Fig. 1: run 1, signal metal coverage by tile
21 x 21 tiles, from dark blue (low) to red (high), scaled to the fullest tile. Values are wire area over tile area, all layers added.
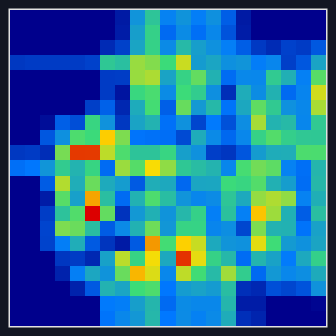
Fig. 2: run 1, placed cells, one colour a class
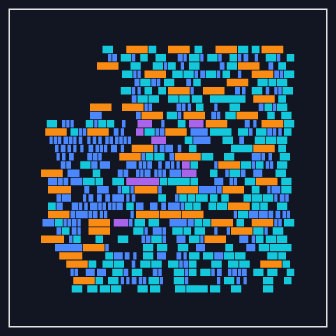
Fig. 3: run 1, where the registers sit
Other sequential cells in the stronger grey, the rest of the logic in the fainter grey.
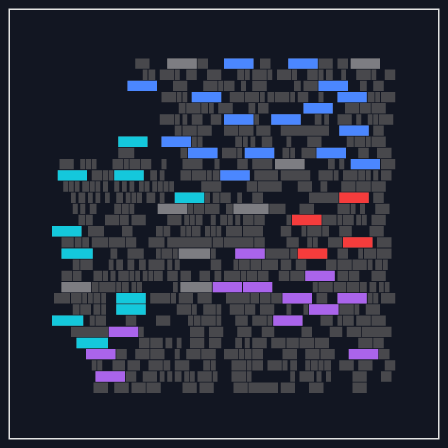
`config.mk`:
```
export PLATFORM = sky130hd
export DESIGN_NAME = sdram_arbit_rr
export DESIGN_NICKNAME = d
export VERILOG_FILES = /design/src/rtl/sdram_arbit_rr.sv
export SDC_FILE = /design/constraint.sdc
export NUM_CORES = 1
export LEC_CHECK = 0
export ABC_AREA = 1
export ABC_CLOCK_PERIOD_IN_PS = 1500
export CAP_MARGIN = 10
export CORE_MARGIN = 10
export CORE_UTILIZATION = 33
export DETAILED_ROUTE_END_ITERATION = 8
export HOLD_SLACK_MARGIN = 0.03
export PLACE_DENSITY_LB_ADDON = 0.15
export SLEW_MARGIN = 20
export SYNTH_ARGS = -nofsm -noshare
export SYNTH_HDL_FRONTEND = slang
export SYNTH_SLANG_ARGS = --single-unit
```
`constraint.sdc`:
```
create_clock -name sclk -period 1.5 [get_ports sclk]
set_input_delay 0.225 -clock sclk [delete_from_list [all_inputs] [get_ports sclk]]
set_output_delay 0.225 -clock sclk [all_outputs]
set_load 0.05 [all_outputs]
```
`src/rtl/sdram_arbit_rr.sv`:
```
`default_nettype none
// ============================================================================
// sdram_arbit_rr : refresh-priority, round-robin SDRAM command arbiter and mux
// Revision 1.0 - initial release
// ============================================================================
module sdram_arbit_rr #(
   parameter int NUM_CH      = 2,
   parameter int ADDR_W      = 12,
   parameter int BANK_W      = 2,
   parameter int DQ_W        = 16,
   parameter int MAX_GRANT   = 1024,
   localparam int GNT_W      = (NUM_CH > 1) ? $clog2(NUM_CH) : 1
) (
   input  logic                     sclk,
   input  logic                     srst_n,
   input  logic                     init_end,
   input  logic [3:0]               init_cmd,
   input  logic [ADDR_W-1:0]        init_addr,
   input  logic                     aref_ask,
   input  logic                     aref_end,
   input  logic [3:0]               aref_cmd,
   input  logic [ADDR_W-1:0]        aref_addr,
   output logic                     aref_en,
   input  logic [NUM_CH-1:0]        ch_ask,
   input  logic [NUM_CH-1:0]        ch_end,
   input  logic [4*NUM_CH-1:0]      ch_cmd,
   input  logic [ADDR_W*NUM_CH-1:0] ch_addr,
   input  logic [BANK_W*NUM_CH-1:0] ch_bank,
   input  logic [DQ_W*NUM_CH-1:0]   ch_wdata,
   input  logic [NUM_CH-1:0]        ch_oe,
   output logic [NUM_CH-1:0]        ch_en,
   output logic [3:0]               sdram_cmd,
   output logic [ADDR_W-1:0]        sdram_addr,
   output logic [BANK_W-1:0]        sdram_bank,
   output logic [DQ_W-1:0]          sdram_dq_out,
   output logic                     sdram_dq_oe,
   output logic [GNT_W-1:0]         gnt_id,
   output logic                     abort_err
);

   localparam int         WD_W    = (MAX_GRANT > 2) ? $clog2(MAX_GRANT) : 1;
   localparam logic [WD_W-1:0] WD_LAST = WD_W'(MAX_GRANT - 1);
   localparam logic [3:0] CMD_NOP = 4'b0111;

   typedef enum logic [1:0] {
      ST_INIT  = 2'd0,
      ST_ARBIT = 2'd1,
      ST_AREF  = 2'd2,
      ST_GRANT = 2'd3
   } state_t;

   state_t            state_q;
   logic [GNT_W-1:0]  rr_q;
   logic [GNT_W-1:0]  gnt_q;
   logic [WD_W-1:0]   wdog_q;
   logic              abort_q;

   logic [3:0]        cmd_q,  cmd_d;
   logic [ADDR_W-1:0] addr_q, addr_d;
   logic [BANK_W-1:0] bank_q, bank_d;
   logic [DQ_W-1:0]   dq_q,   dq_d;
   logic              oe_q,   oe_d;

   logic              pick_found;
   logic [GNT_W-1:0]  pick_id;
   logic [GNT_W-1:0]  rr_next;

   // Round-robin search starting at rr_q, wrapping modulo NUM_CH.
   always_comb begin
      int               idx;
      logic [GNT_W-1:0] idx_w;
      pick_found = 1'b0;
      pick_id    = '0;
      idx        = 0;
      idx_w      = '0;
      for (int k = 0; k < NUM_CH; k++) begin
         idx = int'(rr_q) + k;
         if (idx >= NUM_CH) begin
            idx = idx - NUM_CH;
         end
         idx_w = GNT_W'(idx);
         if (!pick_found && ch_ask[idx_w]) begin
            pick_found = 1'b1;
            pick_id    = idx_w;
         end
      end
   end

   assign rr_next = (gnt_q == GNT_W'(NUM_CH - 1)) ? '0 : gnt_q + 1'b1;

   always_comb begin
      cmd_d  = CMD_NOP;
      addr_d = '0;
      bank_d = '0;
      dq_d   = '0;
      oe_d   = 1'b0;
      case (state_q)
         ST_INIT: begin
            cmd_d  = init_cmd;
            addr_d = init_addr;
         end
         ST_AREF: begin
            cmd_d  = aref_cmd;
            addr_d = aref_addr;
         end
         ST_GRANT: begin
            cmd_d  = ch_cmd[int'(gnt_q)*4 +: 4];
            addr_d = ch_addr[int'(gnt_q)*ADDR_W +: ADDR_W];
            bank_d = ch_bank[int'(gnt_q)*BANK_W +: BANK_W];
            dq_d   = ch_wdata[int'(gnt_q)*DQ_W +: DQ_W];
            oe_d   = ch_oe[gnt_q];
         end
         default: ;
      endcase
   end

   always_ff @(posedge sclk) begin
      if (!srst_n) begin
         state_q <= ST_INIT;
         rr_q    <= '0;
         gnt_q   <= '0;
         wdog_q  <= '0;
         abort_q <= 1'b0;
         cmd_q   <= CMD_NOP;
         addr_q  <= '0;
         bank_q  <= '0;
         dq_q    <= '0;
         oe_q    <= 1'b0;
      end else begin
         abort_q <= 1'b0;
         cmd_q   <= cmd_d;
         addr_q  <= addr_d;
         bank_q  <= bank_d;
         dq_q    <= dq_d;
         oe_q    <= oe_d;
         case (state_q)
            ST_INIT: begin
               if (init_end) state_q <= ST_ARBIT;
            end
            ST_ARBIT: begin
               if (aref_ask) begin
                  state_q <= ST_AREF;
               end else if (pick_found) begin
                  state_q <= ST_GRANT;
                  gnt_q   <= pick_id;
                  wdog_q  <= '0;
               end
            end
            ST_AREF: begin
               if (aref_end) state_q <= ST_ARBIT;
            end
            ST_GRANT: begin
               // A genuine end on the watchdog's last cycle wins over the abort.
               if (ch_end[gnt_q]) begin
                  state_q <= ST_ARBIT;
                  rr_q    <= rr_next;
               end else if (wdog_q == WD_LAST) begin
                  state_q <= ST_ARBIT;
                  rr_q    <= rr_next;
                  abort_q <= 1'b1;
               end else begin
                  wdog_q <= wdog_q + 1'b1;
               end
            end
            default: state_q <= ST_INIT;
         endcase
      end
   end

   always_comb begin
      ch_en = '0;
      if (state_q == ST_GRANT && !aref_ask) begin
         ch_en[gnt_q] = 1'b1;
      end
   end

   assign aref_en      = (state_q == ST_AREF);
   assign sdram_cmd    = cmd_q;
   assign sdram_addr   = addr_q;
   assign sdram_bank   = bank_q;
   assign sdram_dq_out = dq_q;
   assign sdram_dq_oe  = oe_q;
   assign gnt_id       = gnt_q;
   assign abort_err    = abort_q;

endmodule
`default_nettype wire

```
==> results.yml, run 1 <==
# physical design summary
layout:
  layout-drive-gt1-share: 0.227
  nNetsFinal: 621
  final_cells: 606
  syn2layout_area_growth_pct: 87.3
  layout_top_cell: "clkdlybuf4s50_1"
final_timing:
  clock_skew_ns: 0.0166
  finalSetupViolCount: 1
  slew_viol_final: 0
  rsz0062_at_grt: "yes"
  holdWs_ns: 0.453
  setup_tns_ns: -0.0188
  setup_slack_ns: -0.0188
synthesis:
  yosys_warnings: 0
  synth_nets: 443
  synth.avg_cell_area_um2: 7.06
  ys_cells: 331
  area_leaders: "dfxtp_1 43%, nand2_1 16%, a21oi_1 9.2%"
status:
  violations: "setup timing"
  status: "finished, violations left"
setup_path:
  path_cells: "clkinv_8, buf_12, nor3_4, buf_12"
  crit_required_ns: 1.27
  critPathMostFrequentCell: "buf_12"
  slowest_stage: "dfxtp_4"
  slowest_delay_ns: 0.41
  setup.worst_path.start_class: "flop"
  end_kind: "primary output"
  arrival_ns: 1.29
route:
  drtPass1Iterations: 4
  vias: 2817
  viasPerCell: 4.65
worst_hold_path:
  hp-class: "in -> reg"
die:
  fp-utilization: 0.342
  die_w_um: 104
  die_y_um: 104
placed_design:
  port_buffers: 150
  routabilityCongestion: 0.831
  place_inst: 586
  dp.final_hpwl_mm: 7.57
clock_tree:
  clock_path_buffers: 2
  clkLatencyLatePin_ns: 0.31
  clock-sinks: 50
  cts_max_level: 2
  cts_hold_buffers: 0
run:
  warning_count: 29
power:
  powerDensity_mw_per_mm2: 804
  finalPower_mw: 3.52
global_routing:
  grt_overflow: 0
About Fig. 1:
- tiles over half the peak: 15%
- nearly empty tiles: 21%
- fullest tile: 0.49
- mean over tiles: 0.14
GR Util All Layers: 0.168
DRT Wirelength: 9.65 mm
routed wire length per instance: 15.9 µm

About Fig. 2:
- cyan: other buffers and delay cells (cells 188; share of their area 42%)
- purple: clock drivers and dummy loads (cells 8; share of their area 2.7%)
- blue: all other logic (cells 264; share of their area 32%)
- orange: flops (cells 50; share of their area 24%)
design area: 0.00438 mm²
FP Rows: 30

About Fig. 3:
- red: sdram_cmd (flops 4; where middle right)
- purple: sdram_addr (flops 12)
- blue: sdram_dq_out (flops 16)
- cyan: wdog_q (flops 10; where middle left)
seq pwr: 1.44 mW
Seq/total area: 0.231
register area: 0.00101 mm²
Layout Utilization: 0.641

[run 1: logic make-up after synthesis]
kind of cell	count (synthesis)	share of synthesized area
and+or+nand+nor	164	0.298
buffers and inverters	45	0.0857
DFF	50	0.428
adders and majority gates	1	0.00535
AOI/OAI and AO/OA	71	0.183
[run 1: area by class of cell]
cell class                      instances  area (µm²)
Tap cell                               96         120
Sequential cell                        50        1010
Clock inverter                          3        45.0
Timing Repair Buffer                  188        1790
Inverter                               28         118
Clock buffer                            5        68.8
Multi-Input combinational cell        236        1230
Fill cell                             624        2450
[run 1: sequential cells by signal, indices dropped and copies added, names as in the netlist]
name	count
rr_q	1
sdram_dq_oe	1
sdram_cmd	4
sdram_addr	12
wdog_q	10
state_q	2
gnt_id	1
abort_err	1
sdram_dq_out	16
sdram_bank	2
[run 1: routing by layer]
layer,GRT usage,vias to the layer above,part of all wire
met5,0,-,0
met3,0.0384,9,0.048
li1,-,1443,-
met4,0.0318,0,0.010
met1,0.207,1268,0.44
met2,0.291,97,0.50
[run 1: critical path: cells and delay by family, from the launching register on]
| kind | cells | cell delay, ns |
|---|---|---|
| buf+inv | 3 | 0.35 |
| simple gates | 1 | 0.21 |
| flops | 1 | 0.41 |
[run 1: synthesized netlist by cell type (all sizes together)]
cell,n
o2111ai,3
nor2,32
and2,1
a221oi,13
inv,28
nand4,2
clkbuf,4
nor3,5
buf,13
o211ai,1
a21oi,43
dfxtp,50
nand3,13
nand2,108
ha,1
a211oi,1
o21ai,9
or2,2
nor3b,1
o31ai,1
[run 1: where the power goes]
part           internal (mW)  leakage [nW]  switching [mW]
Clock                  0.497        0.0504           0.483
Sequential              1.40         0.410          0.0385
Combinational          0.553          1.47           0.553
Total                   2.45          1.93            1.07
[run 1: path summary, 6_finish.rpt]
kind                    start              end
hold reg to reg          rr_q             rr_q
hold / removal    ch_wdata[4]  sdram_dq_out[4]
setup reg to reg       gnt_id        wdog_q[7]
setup / recovery       gnt_id         ch_en[1]
[run 1: what timing repair did]
action | in CTS | in global routing
gates cloned | 1 | 0
buffers inserted | 0 | 11
resized | 5 | 22
endpoints found under the hold margin | 0 | 0
pin swaps | 1 | 6
setup endpoints to repair | 5 | 14
[run 1: through the flow]
stage | setup slack, ns | util
floorplan | -0.0878 | -
global placement | -0.127 | 0.593
detailed placement | -0.155 | 0.593
CTS | -0.0533 | 0.617
global route | -0.0963 | 0.641
finish | -0.0188 | 0.641
Fig. 4: run 1, clock wiring as the flow saved it
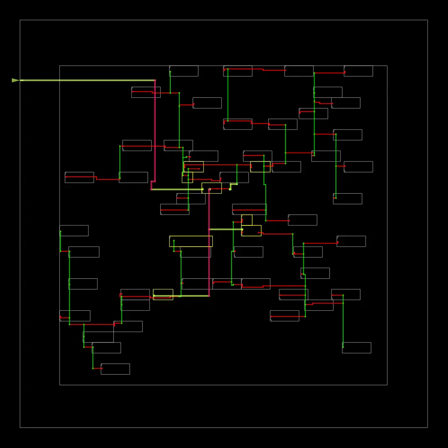

==> run 2, diff against run 1 <==
--- a/config.mk
+++ b/config.mk
@@ -9,8 +9,9 @@
 export ABC_CLOCK_PERIOD_IN_PS = 1500
 export CAP_MARGIN = 10
 export CORE_MARGIN = 10
-export CORE_UTILIZATION = 33
+export CORE_UTILIZATION = 45
 export DETAILED_ROUTE_END_ITERATION = 8
+export DONT_BUFFER_PORTS = 1
 export HOLD_SLACK_MARGIN = 0.03
 export PLACE_DENSITY_LB_ADDON = 0.15
 export SLEW_MARGIN = 20
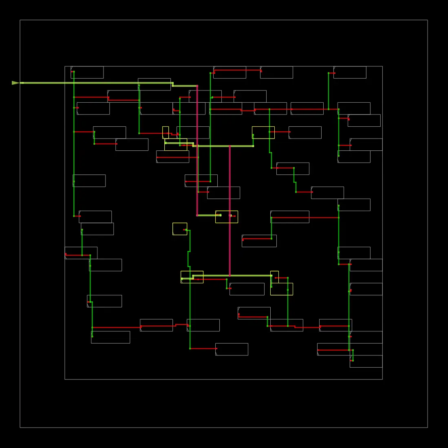
Fig. 5. Clock wiring as the flow saved it (run 2).
clk sinks: 50
Fin Clk Skew: 0.00864 ns
# clk buffers: 6
Insertion Delay late pin: 0.30 ns

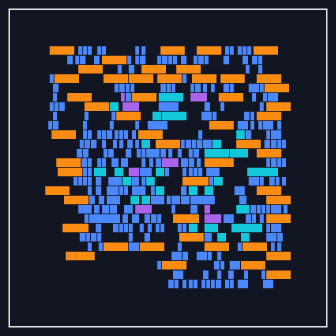
Fig. 6. Placed cells, one colour a class (run 2).
- orange: flops (cells 50; share of their area 37%)
- blue: all other logic (cells 264; share of their area 49%)
- cyan: other buffers and delay cells (cells 27; share of their area 11%)
- purple: clock drivers and dummy loads (cells 8; share of their area 3.2%)
CORE AREA: 0.00507 mm²
Layout Utilization: 0.554
Seq/total area: 0.360

==> run 2 against run 1 <==
Effect of this change:
- the run now ends clean
- wire length is 20% lower
- non-clock buffer count down 161
- combinational power shrank 56%
- critical path type unchanged
- largest cell class is now combinational gates
==> results.yml, run 2 <==
# physical design summary
status:
  status: "finished clean"
placed_design:
  dp.final_hpwl_mm: 5.90
synthesis:
  edf_count: 0
  ff_type: "dfxtp_1"
  async_flop_share: 0
layout:
  layout_top_cell: "nand2_1"
  nNetsFinal: 460
  largest_reg_flops: 16
  fin_area_mm2: 0.00281
power:
  pwr-share-clk: 0.268
  swShare: 0.332
  power_switching_uw: 963
die:
  floorplan.rows: 26
  die_y_um: 92.1
  die_w_um: 92.1
route:
  wl_met1_mm: 2.79
  met3_length_um: 722
run:
  warning_count: 29
setup_path:
  crit_required_ns: 1.27
  arrival_ns: 1.27
  endpoint: "ch_en[1]"
  slowest_stage: "dfxtp_4"
  slowest_delay_ns: 0.40
  critPathLaunch: "gnt_id"
global_routing:
  grt_overflow: 0
  grt_usage: 0.167
final_timing:
  slew_viol_final: 0
worst_hold_path:
  hp-class: "in -> reg"
clock_tree:
  clock_path_buffers: 2
==> run 2: critical path, delay by kind of cell (launching register included) <==
kind          cells  cell delay [ns]
buf+inv           3             0.35
simple gates      1             0.21
flops             1             0.40
==> run 2: how the worst min path moves through the flow <==
stage                            from         endpoint  slack, ns  depth (start not counted)
final                     init_cmd[0]     sdram_cmd[0]       0.05                          2
after global routing      ch_wdata[6]  sdram_dq_out[6]       0.04                          2
after CTS                 init_cmd[0]     sdram_cmd[0]       0.04                          2
after detailed placement       srst_n       state_q[1]       0.33                          2
after global placement         srst_n       state_q[1]       0.33                          2
after floorplan                srst_n       state_q[1]       0.32                          2
==> run 2: layout make-up <==
class | instances | area share
clock buffers | 6 | 0.0258
flip-flops and latches | 50 | 0.360
well taps | 70 | 0.0311
repair buffers | 27 | 0.104
multi-input cells | 236 | 0.435
inverters | 28 | 0.0391
clock inverters | 2 | 0.00489
==> run 2: repair_timing <==
item | in CTS | in global routing
buffers inserted | 1 | 7
gates cloned | 0 | 2
endpoints found under the setup margin | 22 | 14
resized | 7 | 18
pin swaps | 1 | 5
hold buffers | 1 | 0
hold endpoints to repair | 2 | 0
==> run 2: per-layer routing <==
metal,vias up,track usage
li1,1114,-
met1,1019,0.175
met2,98,0.302
met3,9,0.0619
met4,0,0.0514
met5,-,0
==> run 2: cell families after synthesis <==
logic type	share of synthesized area
adder cells (fa/ha/maj)	0.00535
buffers and inverters	0.0857
AND-OR/OR-AND	0.183
flip-flops	0.428
AND/OR/NAND/NOR	0.298
==> run 2: power groups by stage <==
stage          clock [mW]  sequential, mW  combinational [mW]
5_1_grt             0.854            1.64               0.554
3_5_place_dp            0            1.66               0.415
4_1_cts             0.810            1.63               0.427
2_1_floorplan           0            1.65               0.321
6_report            0.776            1.63               0.492
3_3_place_gp            0            1.65               0.408
==> run 2: through the flow <==
stage / power, mW / setup TNS [ns] / setup slack (ns) / hold slack [ns]
floorplan: 1.97 / -0.133 / -0.0878 / 0.323
global placement: 2.06 / -0.245 / -0.0268 / 0.327
detailed placement: 2.07 / -0.480 / -0.0762 / 0.334
CTS: 2.87 / -0.102 / -0.0526 / 0.0380
global route: 3.05 / -0.308 / -0.0657 / 0.0450
finish: 2.90 / 0 / 0.00895 / 0.0481
Power and IR drop assume default switching activity.
